`src/rtl/exp_series_accel.sv`:
```
// exp_series_accel: iterative e^x coprocessor built on a truncated Taylor series.
//
// Each series term is derived from the previous one:
//   term_k = floor(floor(term_{k-1} * x) * (1/k)),
// where 1/k comes from a table of Q1.FW reciprocal constants. Each step
// takes three cycles: multiply by x, multiply by 1/k, then accumulate.
// The loop stops after TERMS-1 steps. When EARLY_EXIT is set, it also stops
// as soon as a term truncates to zero.
//
// Ports:
//   clk       rising-edge clock
//   rst       asynchronous active-high reset
//   start     request pulse, sampled only while idle
//   x         operand, unsigned Q0.XW fraction, latched on acceptance
//   busy      high from the cycle after acceptance until done
//   done      one-cycle completion pulse
//   intpart   integer part of e^x (IW bits)
//   fracpart  fraction part of e^x (FW bits)
//   sat       result saturated; valid with done, held until next done/reset
module exp_series_accel #(
  parameter int XW         = 16,
  parameter int FW         = 16,
  parameter int IW         = 2,
  parameter int TERMS      = 8,
  parameter int EARLY_EXIT = 1
) (
  input  logic          clk,
  input  logic          rst,
  input  logic          start,
  input  logic [XW-1:0] x,
  output logic          busy,
  output logic          done,
  output logic [IW-1:0] intpart,
  output logic [FW-1:0] fracpart,
  output logic          sat
);

  typedef enum logic [2:0] {IDLE, MULX, MULR, ACC, DONE} state_t;

  localparam int         AW     = IW + FW + 1;            // accumulator width incl. overflow bit
  localparam logic [FW:0] ONE_Q = {1'b1, {FW{1'b0}}};     // 1.0 in Q1.FW
  localparam logic [3:0] K_LAST = 4'(TERMS - 1);

  state_t         state_reg;
  logic [FW:0]    term_reg;
  logic [AW-1:0]  acc_reg;
  logic [3:0]     k_reg;
  logic [XW-1:0]  xr_reg;

  // Reciprocal table: entry k holds floor(2^FW / k). Entries 0 and 1 both hold 1.0.
  // Entry 0 is never selected because k starts at 1.
  logic [FW:0] recip [16];

  generate
    for (genvar gi = 0; gi < 16; gi++) begin : g_recip
      if (gi < 2) begin : g_one
        assign recip[gi] = ONE_Q;
      end else begin : g_div
        assign recip[gi] = ONE_Q / (FW+1)'(gi);
      end
    end
  endgenerate

  // term * x.  term <= 1.0 and x < 1.0, so the product shifted right by XW
  // always fits in FW+1 bits.
  logic [FW+XW:0]  prod_x;
  logic [FW:0]     t_val;
  assign prod_x = term_reg * xr_reg;
  assign t_val  = prod_x[FW+XW:XW];

  // t * (1/k), rescaled back to Q1.FW by dropping the low FW bits.
  logic [2*FW+1:0] prod_r;
  logic [FW:0]     r_val;
  assign prod_r = term_reg * recip[k_reg];
  assign r_val  = prod_r[2*FW:FW];

  logic [AW-1:0] acc_sum;
  assign acc_sum = acc_reg + {{IW{1'b0}}, term_reg};

  // These bits are discarded by truncation.
  logic unused_trunc_bits;
  assign unused_trunc_bits = ^{prod_x[XW-1:0], prod_r[2*FW+1], prod_r[FW-1:0]};

  always_ff @(posedge clk or posedge rst) begin
    if (rst) begin
      state_reg <= IDLE;
      term_reg  <= '0;
      acc_reg   <= '0;
      k_reg     <= '0;
      xr_reg    <= '0;
      busy      <= 1'b0;
      done      <= 1'b0;
      intpart   <= '0;
      fracpart  <= '0;
      sat       <= 1'b0;
    end else begin
      done <= 1'b0;
      case (state_reg)
        IDLE: begin
          if (start) begin
            xr_reg    <= x;
            term_reg  <= ONE_Q;
            acc_reg   <= {{IW{1'b0}}, ONE_Q};
            k_reg     <= 4'd1;
            busy      <= 1'b1;
            state_reg <= MULX;
          end
        end
        MULX: begin
          term_reg  <= t_val;
          state_reg <= MULR;
        end
        MULR: begin
          term_reg  <= r_val;
          state_reg <= ACC;
        end
        ACC: begin
          acc_reg <= acc_sum;
          // Once a term is zero, every later term is also zero (each is a
          // multiple of its predecessor), so stopping early is exact.
          if (k_reg == K_LAST || (EARLY_EXIT != 0 && term_reg == '0)) begin
            state_reg <= DONE;
          end else begin
            k_reg     <= k_reg + 4'd1;
            state_reg <= MULX;
          end
        end
        DONE: begin
          done      <= 1'b1;
          busy      <= 1'b0;
          state_reg <= IDLE;
          if (acc_reg[AW-1]) begin
            sat      <= 1'b1;
            intpart  <= '1;
            fracpart <= '1;
          end else begin
            sat      <= 1'b0;
            intpart  <= acc_reg[AW-2:FW];
            fracpart <= acc_reg[FW-1:0];
          end
        end
        default: state_reg <= IDLE;
      endcase
    end
  end

endmodule
```
`config.mk`:
```
export PLATFORM = sky130hd
export DESIGN_NAME = exp_series_accel
export DESIGN_NICKNAME = d
export VERILOG_FILES = /design/src/rtl/exp_series_accel.sv
export SDC_FILE = /design/constraint.sdc
export NUM_CORES = 1
export LEC_CHECK = 0
export CORE_MARGIN = 5
export CORE_UTILIZATION = 30
export DETAILED_ROUTE_END_ITERATION = 8
export GPL_TIMING_DRIVEN = 0
export PLACE_DENSITY_LB_ADDON = 0.3
export SYNTH_ARGS = -nofsm -noshare
export SYNTH_HDL_FRONTEND = slang
export SYNTH_SLANG_ARGS = --single-unit
```
`constraint.sdc`:
```
create_clock -name clk -period 9.6 [get_ports clk]
set_input_delay 1.44 -clock clk [delete_from_list [all_inputs] [get_ports clk]]
set_output_delay 1.44 -clock clk [all_outputs]
set_load 0.01 [all_outputs]
```
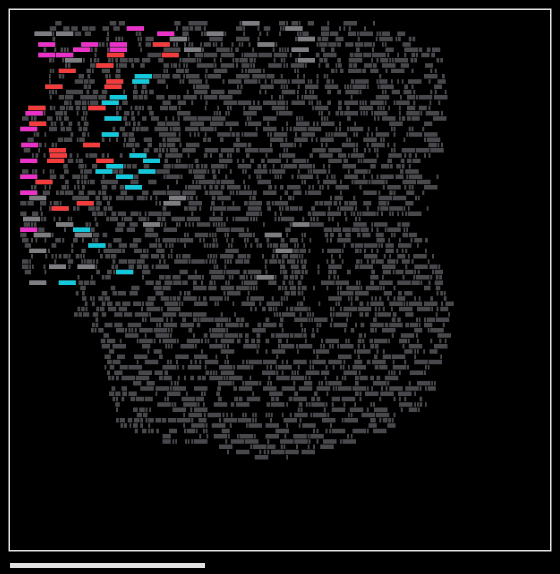
*Register map, names as in the netlist, run 1*
Scale bar: 100 microns.
[`acc_reg`] red | sequential cells: 19 | where: upper left
[`term_reg`] cyan | sequential cells: 17
[`fracpart`] magenta | sequential cells: 16 | where: upper left
not colored: 28

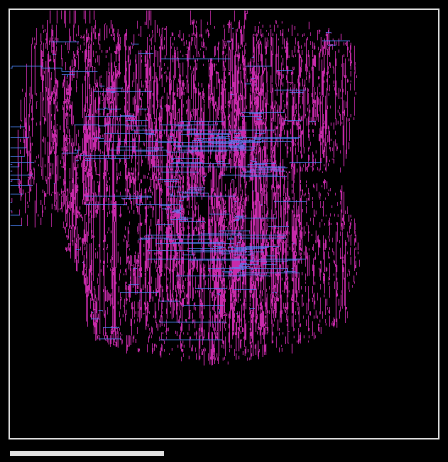
*Metal layers overlaid, run 1*
Scale bar: 100 microns. Two of the layers only.
[met3] blue | wire length: 3,600 microns
[met2] magenta | wire length: 29.7 mm

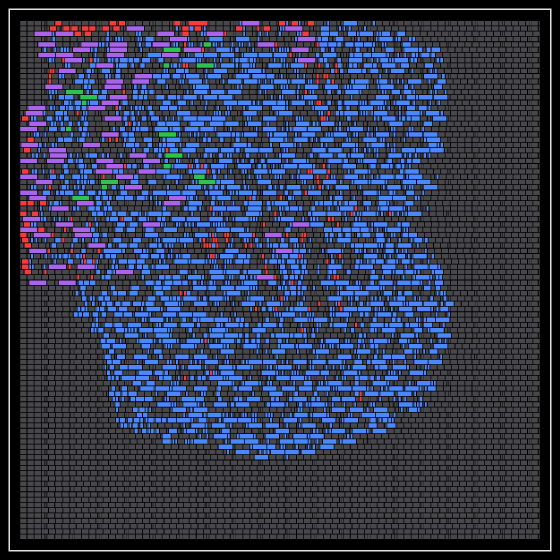
*Cell classes on the final placement, run 1*
Fill, decap, tap and diode cells in gray.
[clock drivers and dummy loads] green | cells: 16
[other buffers and delay cells] red | cells: 166
[all other logic] blue | cells: 2,255
[flip-flops] purple | cells: 80

==> GITHUB_STEP_SUMMARY, run 1 <==
### Metrics collected by this job

| Metric | Value |
|---|---|
| Outcome | finished clean |
| DP Worst Slack | between 200 and 300 ps |
| Mux area share | less than 1% |
| CTS buffer count | 9 |
| Cts hold-fix bufs | 0 |
| Crit-path max cell delay | around 1100 ps |
| Register area | approximately 2000 sq um |
| Startpoint Class | flip-flop |
| Share of cells above drive strength 1 | under 10% |
| Synth-to-Final Area Change | 8.93% |
| Post-layout period usage | between 90% and 100% |
| DR vias | approximately 16,000 |
| Seq share, synth | roughly a tenth |
| DR WL/cell | approximately 18 microns |
| Root buf cell | clkbuf_16 |
| Critical R2R Capture | term_reg[10]$_DFFE_PP0P_ |
| Fmax achieved | ~110 MHz |
| Nets@finish | ~3,200 |
| EDFF count, synth | 0 |
| Die ar. | 77,000 sq um |
| Crit Path Class | reg -> reg |
| Fin. max-slew vios | 0 |
| Half-perimeter wire length after placement | approximately 53 mm |
| Vias in the first global route | between 15,000 and 20,000 |
| Die height | about 280 microns |
| Post-Layout Cell Count | roughly 3,500 |
| Setup skew after layout | around 7.7 ps |
| Placed cells | approximately 3,500 |
| Clock tree buffer depth | 2 |
| Synth Area in Simple Gates | between 15 and 20% |
| FP Rows | 98 |
| Core Util at FP | 30.1% |
| Yosys cell count | ~2,500 |
| Max-slew headroom | under 10% |
| RSZ-0062 raised after global routing | no |
| Fin util | 32.8% |
| Post-DP Area | 23,100 sq um |
| Final hold slack | between 500 and 600 ps |
| DR pass1 iterations | 7 |
| FF-to-FF Start | k_reg[2]$_DFFE_PP0P_ |
| Fin crit period | about 9000 ps |
| Die Width | roughly 280 microns |
| Clock sinks | approximately 80 |
| Number of library cell types mapped by synthesis | approximately 56 |
| Async SR Flop Fraction | 100% |
| Cell area after synthesis | roughly 21,000 sq um |
==> run 1: metal layers <==
| layer | global-route usage, % | share of wire (%) | up-vias |
|---|---|---|---|
| li1 | - | - | 7472 |
| met1 | 23.4 | 45 | 8232 |
| met2 | 27.8 | 47 | 428 |
| met3 | 2.22 | 5.7 | 95 |
| met4 | 3.96 | 2.7 | 2 |
| met5 | 0 | 0.020 | - |
==> run 1: synth_stat cells, types with 4 or more instances <==
master	n	share of area, %
a21oi_1	69	1.6
nand3_1	13	0.30
nor2b_1	4	0.12
fa_1	429	40
and2_1	191	5.6
dfrtp_1	80	9.3
nand2b_1	7	0.20
nor2_1	76	1.3
nand2_1	434	7.6
o21ai_1	5	0.12
nor4_1	4	0.12
nor3b_1	6	0.21
o31ai_1	7	0.24
nand4_1	10	0.29
a21o_1	27	0.94
ha_1	228	13
or2_2	4	0.12
xor2_1	21	0.86
xnor2_1	27	1.1
inv_1	544	9.5
o21bai_1	5	0.17
o21a_1	10	0.35
nor3_1	14	0.33
o211ai_1	6	0.21
o21ai_0	43	1.0
a221o_1	4	0.19
mux2i_1	8	0.37
and3_1	6	0.17
clkbuf_1	126	2.2
a22oi_1	12	0.42
a211o_1	4	0.16
a22o_1	7	0.29
==> run 1: layout make-up <==
type	instances	area share (%)
Tap cell	950	5.09
Multi-Input combinational cell	1711	72.5
Inverter	544	8.75
Buffer	126	2.02
Sequential cell	80	8.56
Clock inverter	7	0.310
Clock buffer	9	0.964
Timing Repair Buffer	40	1.79
==> run 1: worst max-delay path, delay by kind of cell (launching register included) <==
family                   cells  cell delay [ps]
AND-OR/OR-AND                7             3260
buffers and inverters        7             1350
adder cells (fa/ha/maj)      7             3080
flip-flops                   1              350
AND/OR/NAND/NOR              3              710
XOR/XNOR                     1              130
### Clock routing, run 1

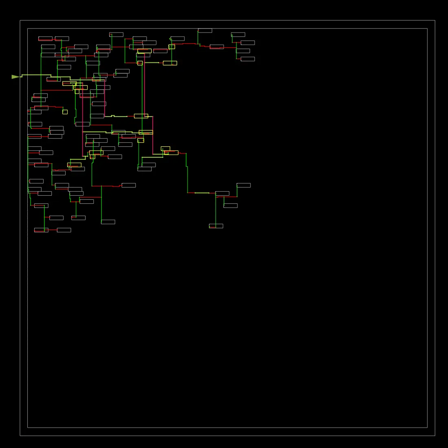

==> inputs of run 2 (changes only) <==
- CAP_MARGIN: default -> 20
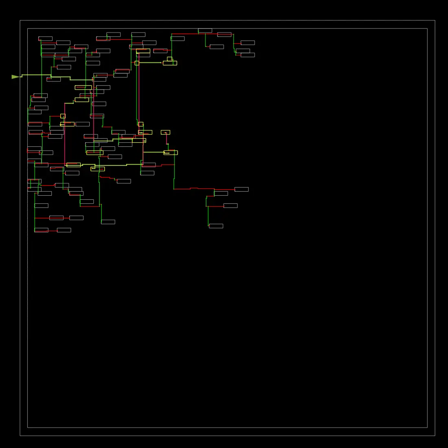
*Clock routing, run 2*
CTS buffer count: 9
Flops: 80

==> run 2 against run 1 <==
Effect of this change:
- first-iteration DRC count grew 7.9%
- sequential cell count is the same
- die area is the same
- wire length is essentially flat
- clock skew grew 8.2 ps
- synthesized area is the same
- via count shrank 0.17%
- fmax is essentially flat
- register-to-register slack is essentially flat
- worst hold slack is essentially flat
- critical path type unchanged
==> GITHUB_STEP_SUMMARY, run 2 <==
### Metrics collected by this job

| Metric | Value |
|---|---|
| Outcome | finished clean (unchanged) |
| Fmax achieved | 111 MHz (about the same) |
| Half-perimeter wire length after placement | 52.7 mm (was 52.6 mm) |
| Top Family by Delay on Critical Path | adder cells (was AND-OR/OR-AND gates) |
| Met1 usage | 23.1% (was 23.4%) |
| Synth Area in Simple Gates | 16.6% (unchanged) |
| Crit-path max cell delay | 700 ps (was 1120 ps) |
| Nets@finish | 3,190 (was 3,188) |
| Yosys cell count | 2,461 (unchanged) |
| Async SR Flop Fraction | 100% (unchanged) |
| Vias in the first global route | 17,000 (about the same) |
| Number of library cell types mapped by synthesis | 56 (unchanged) |
| Max-slew headroom | 29.1% (was 6.15%) |
| FP Rows | 98 (unchanged) |
| Post-layout period usage | 93.8% (about the same) |
| Area share, top type | 40.0% (unchanged) |
| DR pass1 iterations | 5 (was 7) |
| Clock tree buffer depth | 2 (unchanged) |
| Crit Path Class | reg -> reg (unchanged) |
| Mux area share | 0.426% (unchanged) |
| Cts hold-fix bufs | 0 (unchanged) |
| Met2 Use GR | 27.8% (about the same) |
| DR WL/cell | 18.3 microns (was 18.4 microns) |
| EDFF count, synth | 0 (unchanged) |
| Die Width | 277 microns (unchanged) |
| Core Util at FP | 30.1% (unchanged) |
| Fin crit period | 9010 ps (about the same) |
| Commonest cells in the netlist | inv_1, nand2_1, fa_1, ha_1, and2_1 (unchanged) |
| Top routing layer used | met4 (was met5) |
| Setup skew after layout | 15.9 ps (was 7.71 ps) |
| Met3 wire length | 3.74 mm (was 3.60 mm) |
| Die ar. | 77,000 sq um (unchanged) |
| Routing usage on met3 | 2.69% (was 2.22%) |
| FF-to-FF Start | k_reg[0]$_DFFE_PP0P_ (was k_reg[2]$_DFFE_PP0P_) |
| Ranking of synthesized cells by area | fa_1, ha_1, inv_1, dfrtp_1, nand2_1 (unchanged) |
| Synth-to-Final Area Change | 9.19% (was 8.93%) |
| Die height | 277 microns (unchanged) |
| Root buf cell | clkbuf_16 (unchanged) |
| Most crowded layer after global routing | met2 (unchanged) |
| Fin util | 32.9% (was 32.8%) |
| WP buf/inv | 6 (was 7) |
| Share of cells above drive strength 1 | 1.23% (was 1.19%) |
[run 2: cell counts after synthesis]
Identical to the previous run, type by type.
[run 2: area by class of cell]
cell class	count	area, sq um	share of cell area, %
multi-input cells	1711	16900	72.3
inverters	544	2040	8.73
flip-flops and latches	80	2000	8.54
well taps	950	1190	5.07
plain buffers	126	473	2.02
repair buffers	42	430	1.84
clock buffers	9	225	0.961
clock inverters	7	110	0.470
diodes	4	10.0	0.0427
[run 2: worst max-delay path by stage]
stage / cells after the start / slack (ps) / endpoint / start
after global routing: 26 / 150 / term_reg[14]$_DFFE_PP0P_ / k_reg[0]$_DFFE_PP0P_
final: 26 / 590 / term_reg[10]$_DFFE_PP0P_ / k_reg[0]$_DFFE_PP0P_
after global placement: 25 / 210 / term_reg[14]$_DFFE_PP0P_ / k_reg[2]$_DFFE_PP0P_
after floorplan: 26 / 2520 / term_reg[14]$_DFFE_PP0P_ / k_reg[0]$_DFFE_PP0P_
after detailed placement: 26 / 280 / term_reg[10]$_DFFE_PP0P_ / k_reg[0]$_DFFE_PP0P_
after CTS: 26 / 280 / term_reg[10]$_DFFE_PP0P_ / k_reg[0]$_DFFE_PP0P_
[run 2: through the flow]
| step | area, sq um | hold slack, ps | setup slack [ps] | instances |
|---|---|---|---|---|
| after global placement | 23000 | 502 | 210 | 3450 |
| after floorplan | 21500 | 476 | 2520 | 2461 |
| final | 23400 | 520 | 593 | 3473 |
| after detailed placement | 23100 | 506 | 277 | 3452 |
| after global routing | 23400 | 548 | 150 | 3469 |
| after CTS | 23400 | 527 | 284 | 3468 |
==> inputs of run 3 (changes only) <==
- SETUP_SLACK_MARGIN: default -> 0.15
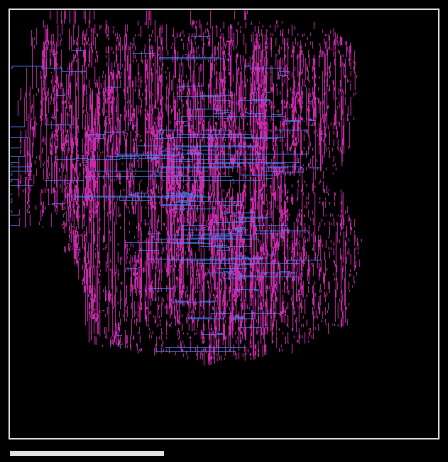
*Metal layers overlaid, run 3*
Scale bar: 100 microns. Two of the layers only.
[met2] magenta | wire length: 29.5 mm
[met3] blue | wire length: 3,740 microns

==> run 3 against run 2 <==
Effect of this change:
- sequential cell count stayed put
- worst hold slack unchanged
- worst setup slack unchanged
- highest routed layer unchanged
==> GITHUB_STEP_SUMMARY, run 3 <==
### Metrics collected by this job

| Metric | Value |
|---|---|
| Outcome | finished clean (unchanged) |
| Clock tree buffer depth | 2 (unchanged) |
| Yosys top cell by instances | inv_1 (unchanged) |
| Yosys cell count | 2,461 (unchanged) |
| Root buf cell | clkbuf_16 (unchanged) |
| Fin crit period | 9010 ps (unchanged) |
| Setup skew after layout | 15.9 ps (unchanged) |
| CTS buffer count | 9 (unchanged) |
| DR vias | 16,200 (unchanged) |
| Post-Layout Cell Count | 3,473 (unchanged) |
| Core Util at FP | 30.1% (unchanged) |
| Area share, top type | 40.0% (unchanged) |
| Max-slew headroom | 29.1% (unchanged) |
| DR pass1 iterations | 5 (unchanged) |
| Ranking of synthesized cells by area | fa_1, ha_1, inv_1, dfrtp_1, nand2_1 (unchanged) |
| WP buf/inv | 6 (unchanged) |
| Fin util | 32.9% (unchanged) |
| Mux area share | 0.426% (unchanged) |
| Vias in the first global route | 17,000 (unchanged) |
| Final worst setup slack | 593 ps (unchanged) |
| Fmax achieved | 111 MHz (unchanged) |
| RSZ-0062 raised after global routing | no (unchanged) |
| FP Rows | 98 (unchanged) |
| Number of library cell types mapped by synthesis | 56 (unchanged) |
run 3: worst paths after layout:
kind,from,endpoint,slack (ps),cells past startpoint
hold reg to reg,acc_reg[8]$_DFFE_PP0P_,acc_reg[8]$_DFFE_PP0P_,520,2
hold / removal,acc_reg[8]$_DFFE_PP0P_,acc_reg[8]$_DFFE_PP0P_,520,2
max in group asynchronous,rst,fracpart[11]$_DFFE_PP0P_,7590,3
setup / recovery,k_reg[0]$_DFFE_PP0P_,term_reg[10]$_DFFE_PP0P_,590,26
min in group asynchronous,rst,acc_reg[1]$_DFFE_PP0P_,1390,2
setup reg to reg,k_reg[0]$_DFFE_PP0P_,term_reg[10]$_DFFE_PP0P_,590,26
run 3: final cells by class:
class | count | area (sq um) | area share [%]
Clock buffer | 9 | 225 | 0.961
Sequential cell | 80 | 2000 | 8.54
Buffer | 126 | 473 | 2.02
Multi-Input combinational cell | 1711 | 16900 | 72.3
Clock inverter | 7 | 110 | 0.470
Tap cell | 950 | 1190 | 5.07
Inverter | 544 | 2040 | 8.73
Timing Repair Buffer | 42 | 430 | 1.84
Antenna cell | 4 | 10.0 | 0.0427
run 3: routing by layer:
metal,global-route usage [%],part of all wire (%)
met1,23.1,45
met2,27.8,46
met3,2.69,5.9
met4,4.01,2.8
met5,0,0
run 3: timing repair:
item                       in CTS  in global routing
hold buffers                    0                  0
hold endpoints to repair        0                  0
resized                         0                  2
setup endpoints to repair       0                  6
